File: src/rtl/flicker_sequencer_pkg.sv
// Shared types and constants for the flicker sequencer and its PWM stage.
// The optional stepped ramp is selected with the FLICKER_RAMP_EN macro in flicker_sequencer.sv.
package flicker_sequencer_pkg;

    typedef enum logic [2:0] {
        IDLE,
        DRAW_T,
        DRAW_H,
        RAMP,
        HOLD
    } state_t;

    localparam int DRAW_CYCLES       = 4;
    localparam int PWM_W             = 4;
    localparam int LEVEL_MIN_DEFAULT = 4;

    function automatic logic [PWM_W-1:0] floor_level(input logic [PWM_W-1:0] value,
                                                     input logic [PWM_W-1:0] floor_value);
        return (value < floor_value) ? floor_value : value;
    endfunction

endpackage

File: src/rtl/flicker_sequencer_pwm.sv
// Free-running 16-step PWM: pwm_out is high while the phase counter is below level.
module flicker_pwm
    import flicker_sequencer_pkg::*;
(
    input  logic             clk,
    input  logic             reset,
    input  logic [PWM_W-1:0] level,
    output logic             pwm_out
);

    logic [PWM_W-1:0] phase;

    // NOTE: registers are written with <= so every flop samples pre-edge values, independent of block order.
    always_ff @(posedge clk) begin
        if (reset) begin
            phase   <= '0;
            pwm_out <= 1'b0;
        end else begin
            phase   <= phase + 1'b1;
            pwm_out <= (phase < level);
        end
    end

endmodule

File: src/rtl/flicker_sequencer.sv
// Candle-flicker sequencer: draws a random brightness target and hold time, then ramps and holds.
// Define FLICKER_RAMP_EN for a tick-paced ramp; otherwise level jumps straight to the target.
module flicker_sequencer
    import flicker_sequencer_pkg::*;
#(
    parameter int DIV_W     = 8,
    parameter int LEVEL_MIN = LEVEL_MIN_DEFAULT
) (
    input  logic             clk,
    input  logic             reset,
    input  logic             run,
    input  logic [3:0]       rng_value,
    output logic             rng_enable,
    output logic [PWM_W-1:0] level,
    output logic             pwm_out,
    output logic             busy
);

    localparam int               CNT_W       = $clog2(DRAW_CYCLES);
    localparam logic [CNT_W-1:0] DRAW_LAST   = CNT_W'(DRAW_CYCLES - 1);
    localparam logic [PWM_W-1:0] LEVEL_FLOOR = PWM_W'(LEVEL_MIN);

    state_t           state, state_d;
    logic [CNT_W-1:0] draw_cnt, draw_cnt_d;
    logic [PWM_W-1:0] level_d, target, target_d;
    logic [4:0]       hold, hold_d;
    logic [DIV_W-1:0] presc;
    logic             tick;
    logic             rng_enable_d;

    assign tick = run && (presc == '1);
    assign busy = (state != IDLE);

    // NOTE: every always_comb output gets a default first so no path leaves it unassigned (no latches).
    always_comb begin
        state_d    = state;
        draw_cnt_d = draw_cnt;
        level_d    = level;
        target_d   = target;
        hold_d     = hold;
        if (!run) begin
            state_d    = IDLE;
            draw_cnt_d = '0;
            level_d    = '0;
        end else begin
            case (state)
                IDLE: begin
                    state_d    = DRAW_T;
                    draw_cnt_d = '0;
                end
                DRAW_T: begin
                    draw_cnt_d = draw_cnt + 1'b1;
                    if (draw_cnt == DRAW_LAST) begin
                        state_d    = DRAW_H;
                        draw_cnt_d = '0;
                        target_d   = floor_level(rng_value, LEVEL_FLOOR);
                    end
                end
                DRAW_H: begin
                    draw_cnt_d = draw_cnt + 1'b1;
                    if (draw_cnt == DRAW_LAST) begin
                        state_d    = RAMP;
                        draw_cnt_d = '0;
                        hold_d     = {1'b0, rng_value} + 5'd1;
                    end
                end
                RAMP: begin
`ifdef FLICKER_RAMP_EN
                    if (level == target) begin
                        state_d = HOLD;
                    end else if (tick) begin
                        level_d = (level < target) ? level + 1'b1 : level - 1'b1;
                    end
`else
                    level_d = target;
                    state_d = HOLD;
`endif
                end
                HOLD: begin
                    if (tick) begin
                        hold_d = hold - 5'd1;
                        if (hold <= 5'd1) state_d = DRAW_T;
                    end
                end
                default: state_d = IDLE;
            endcase
        end
        rng_enable_d = (state_d == DRAW_T) || (state_d == DRAW_H);
    end

    always_ff @(posedge clk) begin
        if (reset) begin
            state      <= IDLE;
            draw_cnt   <= '0;
            level      <= '0;
            target     <= '0;
            hold       <= '0;
            presc      <= '0;
            rng_enable <= 1'b0;
        end else begin
            state      <= state_d;
            draw_cnt   <= draw_cnt_d;
            level      <= level_d;
            target     <= target_d;
            hold       <= hold_d;
            presc      <= run ? presc + 1'b1 : '0;
            rng_enable <= rng_enable_d;
        end
    end

    // The PWM compares against the upcoming level so pwm_out and level change on the same edge.
    flicker_pwm u_pwm (
        .clk     (clk),
        .reset   (reset),
        .level   (level_d),
        .pwm_out (pwm_out)
    );

endmodule

File: config.mk
export PLATFORM = sky130hd
export DESIGN_NAME = flicker_sequencer
export DESIGN_NICKNAME = d
export VERILOG_FILES = /design/src/rtl/flicker_sequencer_pkg.sv /design/src/rtl/flicker_sequencer_pwm.sv /design/src/rtl/flicker_sequencer.sv
export SDC_FILE = /design/constraint.sdc
export NUM_CORES = 1
export LEC_CHECK = 0
export ABC_CLOCK_PERIOD_IN_PS = 2600
export CORE_MARGIN = 10
export CORE_UTILIZATION = 43
export DETAILED_ROUTE_END_ITERATION = 10
export MAX_ROUTING_LAYER = met4
export SYNTH_ARGS = -nofsm -noshare
export SYNTH_HDL_FRONTEND = slang
export SYNTH_HIERARCHICAL = 1
export SYNTH_SLANG_ARGS = --single-unit
File: constraint.sdc
create_clock -name clk -period 2.6 [get_ports clk]
set_input_delay 0.52 -clock clk [delete_from_list [all_inputs] [get_ports clk]]
set_output_delay 0.52 -clock clk [all_outputs]
set_load 0.05 [all_outputs]
### Cell density map

Bar = 20 um. The die is cut into 8 by 8 equal tiles; dark blue is low, red is high, 0 to 100% covered.
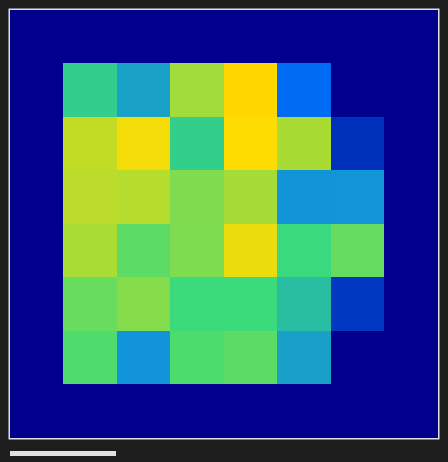
tiles over 75% full: 1.6%
fullest tile: 76%
mean over tiles: 27%
densest ninth of the die: centre
utilization after layout: 51.0%
Core ar.: 3610 um^2
fp_density: 44.1%

==> impl_metrics.py <==
# Physical implementation metrics
metrics = {
    "pwr": {
        "sw_frac_of_total_pct": 23.8,
        "p_comb_w": 0.0000707,
        "pwr-share-clk_pct": 40.6,
        "p_total_w": 0.000973,
        "ir_drop_uv": 350,
    },
    "clock_network": {
        "cts_hold_buffers": 0,
        "htreeDepth": 2,
        "cts.sinks": 32,
        "path_clk_slew_ns": 0.06,
        "clock_path_buffers": 2,
        "cts_root_buffer": "clkbuf_8",
        "cts_tree": "done",
        "cts_setup_buffers": 0,
        "cts_buffers": 5,
    },
    "critical_path": {
        "crit_path_max_incr_delay_ns": 0.70,
        "critPathKind": "flip-flop to output pin",
        "startpoint": "state[1]",
        "cp.depth": 2,
        "crit_chain": "or3_1 > clkdlybuf4s50_1",
        "start_kind": "flip-flop",
        "cp_num_buf_inv": 1,
        "r2r_setup_slack_ns": 0.59,
        "endpoint_kind": "output pin",
    },
    "finish": {
        "final_layout_top_logic_cells": "dfxtp_1 (32), nor2_1 (23), clkdlybuf4s50_1 (13)",
        "lay_top_count": "dfxtp_1",
        "nMultiInputCombCells": 131,
        "areaGrowthSynthToFinish_pct": 15.6,
        "nNonClkInverters": 9,
        "buffers": 14,
        "comb-cell-share_pct": 47.6,
        "seq-cell-share_pct": 34.8,
        "largest_class": "multi-input combinational cells",
        "drive_gt1_share_pct": 6.19,
        "clock_area_share_pct": 5.03,
    },
    "routing": {
        "viasPerCell": 5.39,
        "dr_total_vias": 1304,
        "dr.pass1.iters": 4,
    },
    "sta": {
        "slew_headroom_pct": 65.3,
        "max_clock_freq_mhz": 423,
        "tns_ns": 0,
        "min_period_ns": 2.37,
        "hold_ws_ns": 0.452,
        "final.period_utilization_pct": 91.0,
        "worstMarginPinSlew_ns": 0.519,
    },
    "floorplanning": {
        "tapCellCount": 48,
        "pin_count": 14,
        "die_h_um": 80.8,
    },
    "place": {
        "place_inst": 234,
        "place_ws_ns": 0.326,
        "place_hpwl_um": 2400,
    },
    "hold_path": {
        "min_path_type": "flip-flop to flip-flop",
        "whs_path_depth": 1,
    },
    "global_route": {
        "use_met2_pct": 16.2,
        "grt_antenna_before_repair": 0,
        "met3_usage_pct": 3.64,
        "grt_max_degree": 15,
        "grt-busiest-layer": "met2",
    },
    "run": {
        "warnings": 27,
        "maxCapViolCount": 0,
    },
    "synth": {
        "edf_count": 0,
        "flop_cell": "dfxtp_1",
        "ys_cells": 179,
    },
    "outcome": {
        "outcome": "complete, no violations",
    },
}
### Sizing map

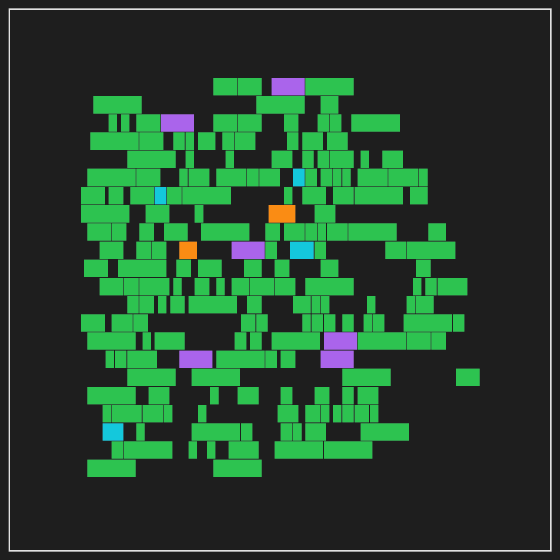
| size | colour | cells | share |
|---|---|---|---|
| drive 6 and up | purple | 6 | 3.1% |
| drive 2 | cyan | 4 | 2.1% |
| drive 3 to 4 | orange | 2 | 1.0% |
| drive 1 or less | green | 182 | 94% |

-- kinds of logic (layout without fill, tap and decap cells) --
| logic type | count (synthesis) | count (layout) | share of synthesized area [%] |
|---|---|---|---|
| buf+inv | 16 | 31 | 4.72 |
| flops | 32 | 32 | 40.3 |
| xor+xnor | 9 | 9 | 4.95 |
| compound gates | 31 | 31 | 13.1 |
| simple gates | 76 | 76 | 26.1 |
| mux | 6 | 6 | 3.77 |
| fa+ha+maj | 9 | 9 | 7.08 |
-- flip-flops by register name, indices dropped and copies added, names as in the netlist --
register / cells
hold: 5
state: 3
target: 4
u_pwm/pwm_out: 1
rng_enable: 1
u_pwm/phase: 4
level: 4
draw_cnt: 2
presc: 8
-- synthesized netlist by cell type (all sizes together) (2+ instances only) --
| cell | instances | area share [%] |
|---|---|---|
| nand4 | 2 | 0.79 |
| nor2 | 23 | 5.4 |
| nand2b | 2 | 0.79 |
| or3 | 4 | 1.9 |
| nor3b | 3 | 1.4 |
| o21ai | 5 | 1.6 |
| inv | 9 | 2.1 |
| xor2 | 4 | 2.2 |
| buf | 3 | 1.7 |
| a311oi | 3 | 1.7 |
| mux2i | 6 | 3.8 |
| nor3 | 7 | 2.5 |
| xnor2 | 5 | 2.8 |
| a221oi | 3 | 1.7 |
| clkbuf | 4 | 0.94 |
| dfxtp | 32 | 40 |
| nand3b | 2 | 0.94 |
| nand3 | 10 | 3.1 |
| ha | 9 | 7.1 |
| a21oi | 10 | 3.1 |
| nor4 | 3 | 1.2 |
| nor2b | 10 | 3.9 |
| nand2 | 4 | 0.94 |
| and3 | 2 | 0.79 |
-- metal layers --
| metal | up-vias | wire length [um] |
|---|---|---|
| met3 | 8 | 174 |
| met1 | 604 | 1560 |
| met2 | 27 | 1490 |
| met5 | - | 0 |
| met4 | 0 | 57 |
| li1 | 665 | - |
No activity file was given, so power comes from the tool's default toggle rates.
